Fig. 1: run 1, M1 wires
The bar under the picture is 50 µm long. Supply wires on this layer in gray.
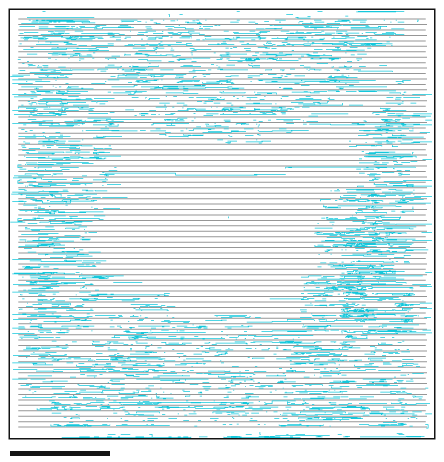
Fig. 2: run 1, M2 wires
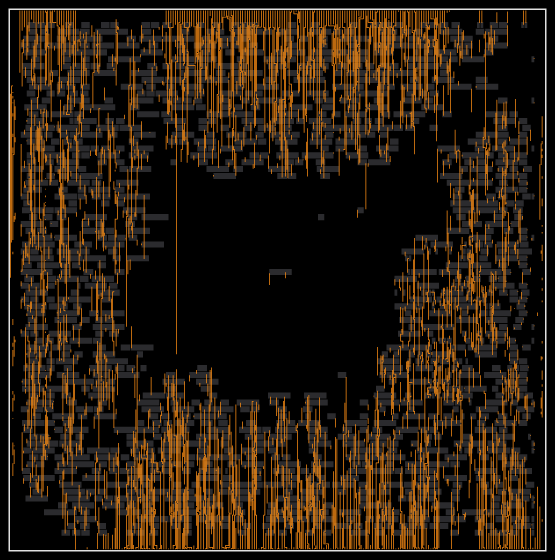
Fig. 3: run 1, signal wires on met3
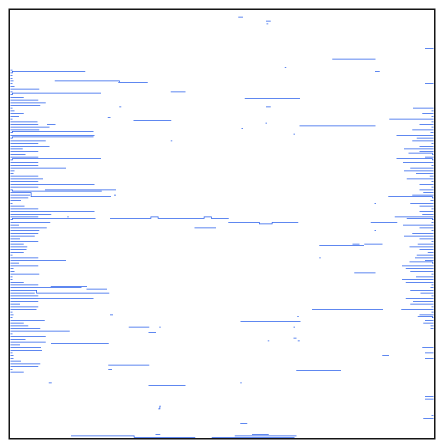
$ cat src/rtl/bank_pkg.sv
//------------------------------------------------------------------------------
// Module      : bank_pkg
// Description : Shared constants and types for the bank write path. Holds the
//               AXI3 encodings used by the writeback buffer and the writeback
//               FSM state encoding.
// Revision    : 1.0 - initial release
//------------------------------------------------------------------------------
`default_nettype none

package bank_pkg;

   // AXI3 encodings used on the bank bus
   localparam logic [2:0] AXI_SIZE_32B   = 3'b101;
   localparam logic [1:0] AXI_BURST_INCR = 2'b01;
   localparam logic [1:0] AXI_RESP_OKAY  = 2'b00;
   localparam logic [3:0] AXI_LEN_SINGLE = 4'b0000;

   // Writeback buffer FSM states (explicit 2-bit encoding)
   typedef enum logic [1:0] {
      WB_IDLE = 2'd0,
      WB_FILL = 2'd1,
      WB_SEND = 2'd2,
      WB_RESP = 2'd3
   } wb_state_t;

endpackage

`default_nettype wire

$ cat src/rtl/bank_wb_buffer.sv
//------------------------------------------------------------------------------
// Module      : bank_wb_buffer
// Description : Single-line writeback/eviction buffer on the bank write path.
//               Accepts a line write request from the HTU, collects one or two
//               half-line beats from the SRAM controller, issues a single-beat
//               AXI3 AW+W transaction and waits for the B response.
//
// Ports       : clk_i, rst_i                 clock, async active-high reset
//               htu_wb_*                     line request (address, set/way)
//               sc_wb_*                      half-line data beats from SRAM ctrl
//               wb_axi3_aw* / w* / b*        AXI3 write channels to bank bus
//               wb_err_o                     sticky response error
//
// Config      : BANK_WB_RESP_CHECK_EN - when defined, wb_err_o latches on any
//               non-OKAY bresp or a bid that differs from the issued awid.
//               When undefined, wb_err_o is tied low.
// Revision    : 1.0 - initial release
//------------------------------------------------------------------------------
`default_nettype none

module bank_wb_buffer
   import bank_pkg::*;
#(
   parameter int ADDR_WIDTH = 32,
   parameter int DATA_WIDTH = 256,
   parameter int STRB_WIDTH = DATA_WIDTH / 8,
   parameter int ID_WIDTH   = 8
) (
   input  logic                      clk_i,
   input  logic                      rst_i,
   // HTU request
   input  logic                      htu_wb_awvalid_i,
   output logic                      htu_wb_awready_o,
   input  logic [ADDR_WIDTH-6:0]     htu_wb_awaddr_i,
   input  logic [5:0]                htu_wb_set_way_i,
   // SRAM controller half-line data
   input  logic                      sc_wb_valid_i,
   output logic                      sc_wb_ready_o,
   input  logic [DATA_WIDTH/2-1:0]   sc_wb_data_i,
   input  logic                      sc_wb_offset_i,
   input  logic                      sc_wb_all_offset_i,
   input  logic [6:0]                sc_wb_set_way_offset_i,
   // AXI3 AW
   output logic                      wb_axi3_awvalid_o,
   input  logic                      wb_axi3_awready_i,
   output logic [ID_WIDTH-1:0]       wb_axi3_awid_o,
   output logic [ADDR_WIDTH-1:0]     wb_axi3_awaddr_o,
   output logic [3:0]                wb_axi3_awlen_o,
   output logic [2:0]                wb_axi3_awsize_o,
   output logic [1:0]                wb_axi3_awburst_o,
   // AXI3 W
   output logic                      wb_axi3_wvalid_o,
   input  logic                      wb_axi3_wready_i,
   output logic [ID_WIDTH-1:0]       wb_axi3_wid_o,
   output logic [DATA_WIDTH-1:0]     wb_axi3_wdata_o,
   output logic [STRB_WIDTH-1:0]     wb_axi3_wstrb_o,
   output logic                      wb_axi3_wlast_o,
   // AXI3 B
   input  logic                      wb_axi3_bvalid_i,
   output logic                      wb_axi3_bready_o,
   input  logic [ID_WIDTH-1:0]       wb_axi3_bid_i,
   input  logic [1:0]                wb_axi3_bresp_i,
   // Status
   output logic                      wb_err_o
);

   localparam int c_HALF_W    = DATA_WIDTH / 2;
   localparam int c_HALF_STRB = STRB_WIDTH / 2;
   localparam int c_LINE_W    = ADDR_WIDTH - 5;

   localparam logic [STRB_WIDTH-1:0] c_STRB_LO = {{c_HALF_STRB{1'b0}}, {c_HALF_STRB{1'b1}}};
   localparam logic [STRB_WIDTH-1:0] c_STRB_HI = {{c_HALF_STRB{1'b1}}, {c_HALF_STRB{1'b0}}};

   wb_state_t               r_state;
   wb_state_t               w_state_nxt;

   logic [c_LINE_W-1:0]     r_line_addr;
   logic [5:0]              r_set_way;
   logic [DATA_WIDTH-1:0]   r_data;
   logic [STRB_WIDTH-1:0]   r_strb;
   logic                    r_all_offset;
   logic                    r_aw_sent;
   logic                    r_w_sent;

   logic                    w_htu_accept;
   logic                    w_sc_accept;
   logic                    w_first_beat;
   logic                    w_all_offset_eff;
   logic [STRB_WIDTH-1:0]   w_strb_upd;
   logic                    w_fill_done;
   logic                    w_aw_done;
   logic                    w_w_done;
   logic [ID_WIDTH-1:0]     w_awid;

   assign w_htu_accept = (r_state == WB_IDLE) && htu_wb_awvalid_i;

   // Beats tagged with another line's set/way are stalled, never dropped
   assign w_sc_accept  = (r_state == WB_FILL) && sc_wb_valid_i &&
                         (sc_wb_set_way_offset_i[6:1] == r_set_way);

   // Strobes are cleared on request accept, so an empty strobe register in
   // FILL identifies the first beat; its all_offset decides the fill length.
   assign w_first_beat     = (r_strb == '0);
   assign w_all_offset_eff = w_first_beat ? sc_wb_all_offset_i : r_all_offset;
   assign w_strb_upd       = r_strb | (sc_wb_offset_i ? c_STRB_HI : c_STRB_LO);
   assign w_fill_done      = w_sc_accept && (!w_all_offset_eff || (&w_strb_upd));

   // In SEND each valid equals !sent, so a handshake is sent-or-ready
   assign w_aw_done = r_aw_sent || wb_axi3_awready_i;
   assign w_w_done  = r_w_sent  || wb_axi3_wready_i;

   always_comb begin
      w_awid      = '0;
      w_awid[5:0] = r_set_way;
   end

   //---------------------------------------------------------------------------
   // FSM state register
   //---------------------------------------------------------------------------
   always_ff @(posedge clk_i or posedge rst_i) begin
      if (rst_i) begin
         r_state <= WB_IDLE;
      end else begin
         r_state <= w_state_nxt;
      end
   end

   //---------------------------------------------------------------------------
   // FSM next state and handshake outputs
   //---------------------------------------------------------------------------
   always_comb begin
      w_state_nxt       = r_state;
      htu_wb_awready_o  = 1'b0;
      sc_wb_ready_o     = 1'b0;
      wb_axi3_awvalid_o = 1'b0;
      wb_axi3_wvalid_o  = 1'b0;
      wb_axi3_bready_o  = 1'b0;
      case (r_state)
         WB_IDLE: begin
            htu_wb_awready_o = 1'b1;
            if (htu_wb_awvalid_i) w_state_nxt = WB_FILL;
         end
         WB_FILL: begin
            sc_wb_ready_o = w_sc_accept;
            if (w_fill_done) w_state_nxt = WB_SEND;
         end
         WB_SEND: begin
            wb_axi3_awvalid_o = !r_aw_sent;
            wb_axi3_wvalid_o  = !r_w_sent;
            if (w_aw_done && w_w_done) w_state_nxt = WB_RESP;
         end
         WB_RESP: begin
            wb_axi3_bready_o = 1'b1;
            if (wb_axi3_bvalid_i) w_state_nxt = WB_IDLE;
         end
         default: w_state_nxt = WB_IDLE;
      endcase
   end

   //---------------------------------------------------------------------------
   // Line register, strobes and channel-sent flags
   //---------------------------------------------------------------------------
   always_ff @(posedge clk_i or posedge rst_i) begin
      if (rst_i) begin
         r_line_addr  <= '0;
         r_set_way    <= '0;
         r_data       <= '0;
         r_strb       <= '0;
         r_all_offset <= 1'b0;
         r_aw_sent    <= 1'b0;
         r_w_sent     <= 1'b0;
      end else begin
         if (w_htu_accept) begin
            r_line_addr <= htu_wb_awaddr_i;
            r_set_way   <= htu_wb_set_way_i;
            r_strb      <= '0;
            r_aw_sent   <= 1'b0;
            r_w_sent    <= 1'b0;
         end
         if (w_sc_accept) begin
            // A repeated offset simply overwrites the stored half
            if (sc_wb_offset_i) begin
               r_data[DATA_WIDTH-1:c_HALF_W] <= sc_wb_data_i;
            end else begin
               r_data[c_HALF_W-1:0] <= sc_wb_data_i;
            end
            r_strb <= w_strb_upd;
            if (w_first_beat) r_all_offset <= sc_wb_all_offset_i;
         end
         if (r_state == WB_SEND) begin
            if (wb_axi3_awready_i) r_aw_sent <= 1'b1;
            if (wb_axi3_wready_i)  r_w_sent  <= 1'b1;
         end
      end
   end

   //---------------------------------------------------------------------------
   // AXI payloads come straight from the line register so they stay stable
   // for as long as the matching valid is high
   //---------------------------------------------------------------------------
   assign wb_axi3_awid_o    = w_awid;
   assign wb_axi3_awaddr_o  = {r_line_addr, 5'b0_0000};
   assign wb_axi3_awlen_o   = AXI_LEN_SINGLE;
   assign wb_axi3_awsize_o  = AXI_SIZE_32B;
   assign wb_axi3_awburst_o = AXI_BURST_INCR;
   assign wb_axi3_wid_o     = w_awid;
   assign wb_axi3_wdata_o   = r_data;
   assign wb_axi3_wstrb_o   = r_strb;
   assign wb_axi3_wlast_o   = 1'b1;

`ifdef BANK_WB_RESP_CHECK_EN
   logic r_err;
   logic w_unused_offset;

   // The beat offset travels on its own port; the copy in set_way_offset is
   // redundant.
   assign w_unused_offset = sc_wb_set_way_offset_i[0];

   always_ff @(posedge clk_i or posedge rst_i) begin
      if (rst_i) begin
         r_err <= 1'b0;
      end else if ((r_state == WB_RESP) && wb_axi3_bvalid_i &&
                   ((wb_axi3_bresp_i != AXI_RESP_OKAY) || (wb_axi3_bid_i != w_awid))) begin
         r_err <= 1'b1;
      end
   end

   assign wb_err_o = r_err;
`else
   logic w_unused_resp;

   // Response fields are only inspected when response checking is built
   assign w_unused_resp = ^{wb_axi3_bid_i, wb_axi3_bresp_i, sc_wb_set_way_offset_i[0]};
   assign wb_err_o      = 1'b0;
`endif

endmodule

`default_nettype wire

$ cat config.mk
export PLATFORM = sky130hd
export DESIGN_NAME = bank_wb_buffer
export DESIGN_NICKNAME = d
export VERILOG_FILES = /design/src/rtl/bank_pkg.sv /design/src/rtl/bank_wb_buffer.sv
export SDC_FILE = /design/constraint.sdc
export NUM_CORES = 1
export LEC_CHECK = 0
export CORE_AREA = 4 4 208 210
export CTS_CLUSTER_DIAMETER = 150
export DETAILED_ROUTE_END_ITERATION = 10
export DIE_AREA = 0 0 212 214
export GPL_TIMING_DRIVEN = 1
export SYNTH_ARGS = -nofsm -noshare
export SYNTH_HDL_FRONTEND = slang
export SYNTH_SLANG_ARGS = --single-unit
$ cat constraint.sdc
create_clock -name clk_i -period 11 [get_ports clk_i]
set_input_delay 1.65 -clock clk_i [delete_from_list [all_inputs] [get_ports clk_i]]
set_output_delay 1.65 -clock clk_i [all_outputs]
set_load 0.03 [all_outputs]
==> flow_summary.yaml, run 1 <==
# physical design summary
outcome:
  status: "completed"
critical_path:
  worstPathRequired_ps: 9350
  worst-path-buf-inv: 2
  critPathTopFamily: "buffers and inverters"
  critical_path.endpoint: "sc_wb_ready_o"
detailed_routing:
  routed-wl-met3_mm: 2.92
  wl_met1_mm: 13.9
layout:
  logic_area_mm2: 0.00413
  finalNonFillerCells: 1884
  lay_top_count: "clkdlybuf4s50_1"
  largest_reg_flops: 256
  nNetsFinal: 1509
logic_synthesis:
  yosys_warnings: 0
  synthAdderAreaFrac_pct: 0.396
  ys_area_mm2: 0.0126
  ys_sh_mux_pct: 25.8
  xor_share_pct: 0.416
cts:
  ctsHoldBuffers: 0
placement:
  place_area_mm2: 0.0181
  port_buffers: 507
die:
  die_area_mm2: 0.0454
global_routing:
  grt_pass1_vias: 9249
sta:
  relSlewSlack_pct: 31.2
power:
  p_per_area_mw_per_mm2: 232
Notes on Fig. 1 above:
The longest straight run is 69.0 µm. The wires run mostly horizontal. The layer holds 38% of the routed length.

Notes on Fig. 2 above:
The layer holds 52% of the routed length. The wires run mostly vertical.
GR Layer Usage met2: 27.8%
drt total wl: 37.1 mm

Notes on Fig. 3 above:
The wires run mostly horizontal. The layer holds 7.9% of the routed length. The layer carries 2920 µm of wire. The longest straight run is 44.6 µm.
met3 Track Usage GR: 5.27%
via count: 8498

run 1: report_power, final:
part / leakage, nW / switching (mW) / total (mW) / internal, mW
Clock: 0.601 / 0.485 / 1.24 / 0.752
Sequential: 4.45 / 0.153 / 1.61 / 1.46
Combinational: 4.08 / 0.899 / 1.64 / 0.738
Total: 9.14 / 1.54 / 4.48 / 2.95
run 1: area by class of cell:
cell class,instances,share of cell area [%]
flip-flops and latches,326,42.1
repair buffers,517,26.6
multi-input cells,430,21.3
clock buffers,59,5.84
well taps,539,3.48
clock inverters,8,0.498
inverters,5,0.136
run 1: cells by family (layout without fill, tap and decap cells):
group	count (synthesis)	after routing
buf+inv	67	589
mux	290	290
xor+xnor	6	6
flops	326	326
compound gates	30	30
fa+ha+maj	4	4
other cells	2	20
simple gates	80	80
Fig. 4: run 1, M4 wires
Supply wires on this layer in gray.
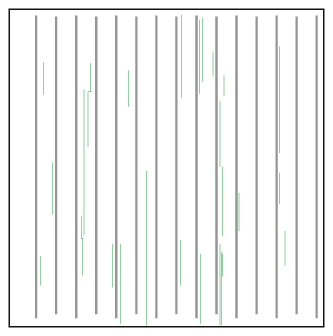

==> inputs of run 2 (changes only) <==
CORE_AREA = 4 4 210 212   (was 4 4 208 210)
DIE_AREA = 0 0 214 216   (was 0 0 212 214)
clock period = 5.7 ns   (was 11 ns; I/O delays follow)
Fig. 5: run 2, M4 wires
Supply wires on this layer in gray.
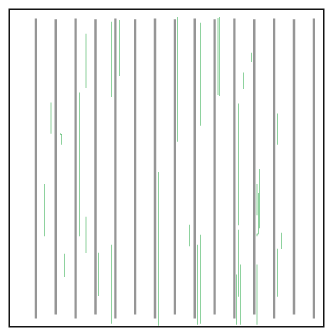
21 nets have wire on it. The longest straight run is 105 µm. The wires run mostly vertical. The layer holds 3.5% of the routed length.
via count: 8516
drt total wl: 37.6 mm

==> run 2 against run 1 <==
Net effect:
- count of clock-buffer cells in the layout rose by 3
- register-to-register slack lost 4900 ps
- cell count barely moved
- clock skew down 1.7 ps
- critical endpoint unchanged
- largest power group unchanged
- power rose by 92%
- core utilization down 0.29 points
==> flow_summary.yaml, run 2 <==
# physical design summary
detailed_routing:
  routed-wl-met3_mm: 2.89
  wl_met1_mm: 13.8
  viasPerCell: 4.52
critical_path:
  cp_max_fo: 3
  worstPathRequired_ps: 4850
  critical_path.endpoint: "sc_wb_ready_o"
  worst-path-buf-inv: 2
  slowest_stage: "clkdlybuf4s50_1"
  critPathTopFamily: "buffers and inverters"
placement:
  port_buffers: 507
  place_worst_setup_slack_ps: 1730
  place_area_mm2: 0.0182
global_routing:
  grtUsageMet3_pct: 5.57
  grt_pass1_vias: 9411
  antenna_found_initial: 1
  met2_usage_pct: 28.1
die:
  num_rows: 75
  initCoreUtil_pct: 30.1
  die_area_mm2: 0.0462
logic_synthesis:
  ys_area_mm2: 0.0126
  synthAdderAreaFrac_pct: 0.396
  yosys_warnings: 0
  xor_share_pct: 0.416
  ys_sh_mux_pct: 25.8
layout:
  logic_area_mm2: 0.00413
  largest_reg_flops: 256
  nNetsFinal: 1512
  finalNonFillerCells: 1885
outcome:
  status: "completed"
cts:
  ctsHoldBuffers: 0
  post_cts_buffers: 0
  numCtsBuffers: 39
  clockBufferDepth: 3
sta:
  rsz0062_at_grt: "false"
  relSlewSlack_pct: 32.9
power:
  p_per_area_mw_per_mm2: 444
flow_run:
  warning_count: 44
==> run 2: netlist changes by cell type in the layout (fill, tap and decap cells not counted), sizes merged, moves of 2 or more <==
cell and change:
inv -2, buf +2, clkinv -3, clkbuf +3
==> run 2: power by group <==
part / internal (mW) / total [mW] / switching, mW / leakage, nW
logic: 1.43 / 3.17 / 1.74 / 4.10
registers: 2.81 / 3.10 / 0.285 / 4.45
clock network: 1.45 / 2.36 / 0.914 / 0.590
total: 5.69 / 8.63 / 2.94 / 9.14
==> run 2: layout make-up <==
type,instances,area share [%]
Multi-Input combinational cell,430,21.3
Timing Repair Buffer,519,26.9
Antenna cell,1,0.0129
Clock inverter,3,0.219
Tap cell,539,3.47
Sequential cell,326,42.0
Clock buffer,62,6.05
Inverter,5,0.116
Fig. 6: run 2, routing congestion map
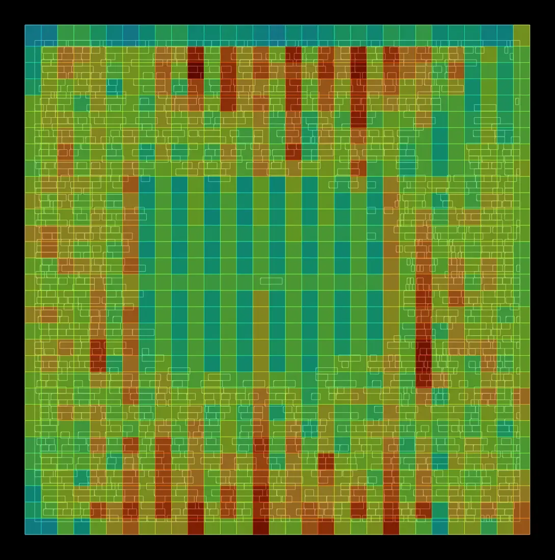

==> inputs of run 3 (changes only) <==
clock period = 4 ns   (was 5.7 ns; I/O delays follow)
Fig. 7: run 3, routing congestion map
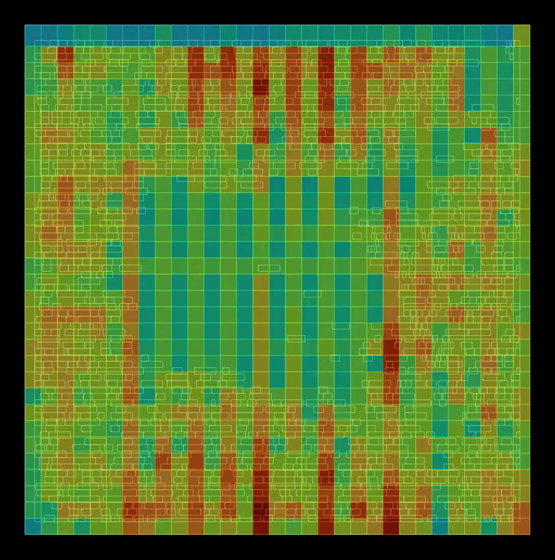
Core Util, Final: 46.7%
routed len/inst: 19.9 µm

==> run 3 against run 2 <==
Net effect:
- via count decreased by 0.29%
- flip-flop count unchanged
- global-route usage increased by 0.15 points
- routed wire length increased by 0.47%
- synthesized cell count unchanged
- die area unchanged
- combinational power increased by 43%
- setup slack got worse by 1400 ps
- critical path depth increased by 1
- register-to-register slack got worse by 1400 ps
- power increased by 43%
- critical endpoint unchanged
- largest cell class unchanged
- highest routed layer unchanged
==> flow_summary.yaml, run 3 <==
# physical design summary
outcome:
  status: "completed"
placement:
  port_buffers: 507
  place_worst_setup_slack_ps: 532
  place_area_mm2: 0.0184
layout:
  clk_share_pct: 6.25
  inv_count: 5
  n_all_buffers: 530
  dominant_cells: "registers"
  seq_share_pct: 41.6
  lay_top_count: "clkdlybuf4s50_1"
  comb_share_pct: 21.1
  antennaDiodeCount: 0
  clockBufferCount: 58
  nMultiInputCombCells: 430
  logic_area_mm2: 0.00413
global_routing:
  grt_pass1_vias: 9509
cts:
  ctsHoldBuffers: 0
  clockBufferDepth: 3
  post_cts_buffers: 0
critical_path:
  cp_max_fo: 7
  slowest_stage: "clkdlybuf4s50_1"
  critical_path.endpoint: "sc_wb_ready_o"
  critPathTopFamily: "simple AND/OR/NAND/NOR gates"
  worst-path-buf-inv: 2
power:
  p_per_area_mw_per_mm2: 628
flow_run:
  warning_count: 43
detailed_routing:
  wl_mm: 37.8
  viasPerCell: 4.47
sta:
  rsz0062_at_grt: "false"
die:
  die_area_mm2: 0.0462
logic_synthesis:
  ys_sh_mux_pct: 25.8
## run 3: cell counts after synthesis
Identical to the previous run, type by type.
## run 3: metal layers
metal | vias up | GRT usage (%) | share of wire (%) | wire length [µm]
met5 | - | 0 | 0 | 0
met4 | 0 | 6.05 | 3.1 | 1180
met2 | 282 | 28.6 | 52 | 19500
met1 | 4290 | 17.3 | 37 | 14000
li1 | 3852 | - | - | -
met3 | 67 | 5.92 | 8.1 | 3080
## run 3: report_power, final
| group | total (mW) | switching [mW] | leakage, nW | internal, mW |
|---|---|---|---|---|
| sequential | 4.42 | 0.406 | 4.45 | 4.01 |
| clock | 3.37 | 1.36 | 0.615 | 2.01 |
| combinational | 4.53 | 2.48 | 4.19 | 2.05 |
| total | 12.3 | 4.24 | 9.26 | 8.07 |
No activity file was given, so power comes from the tool's default toggle rates.
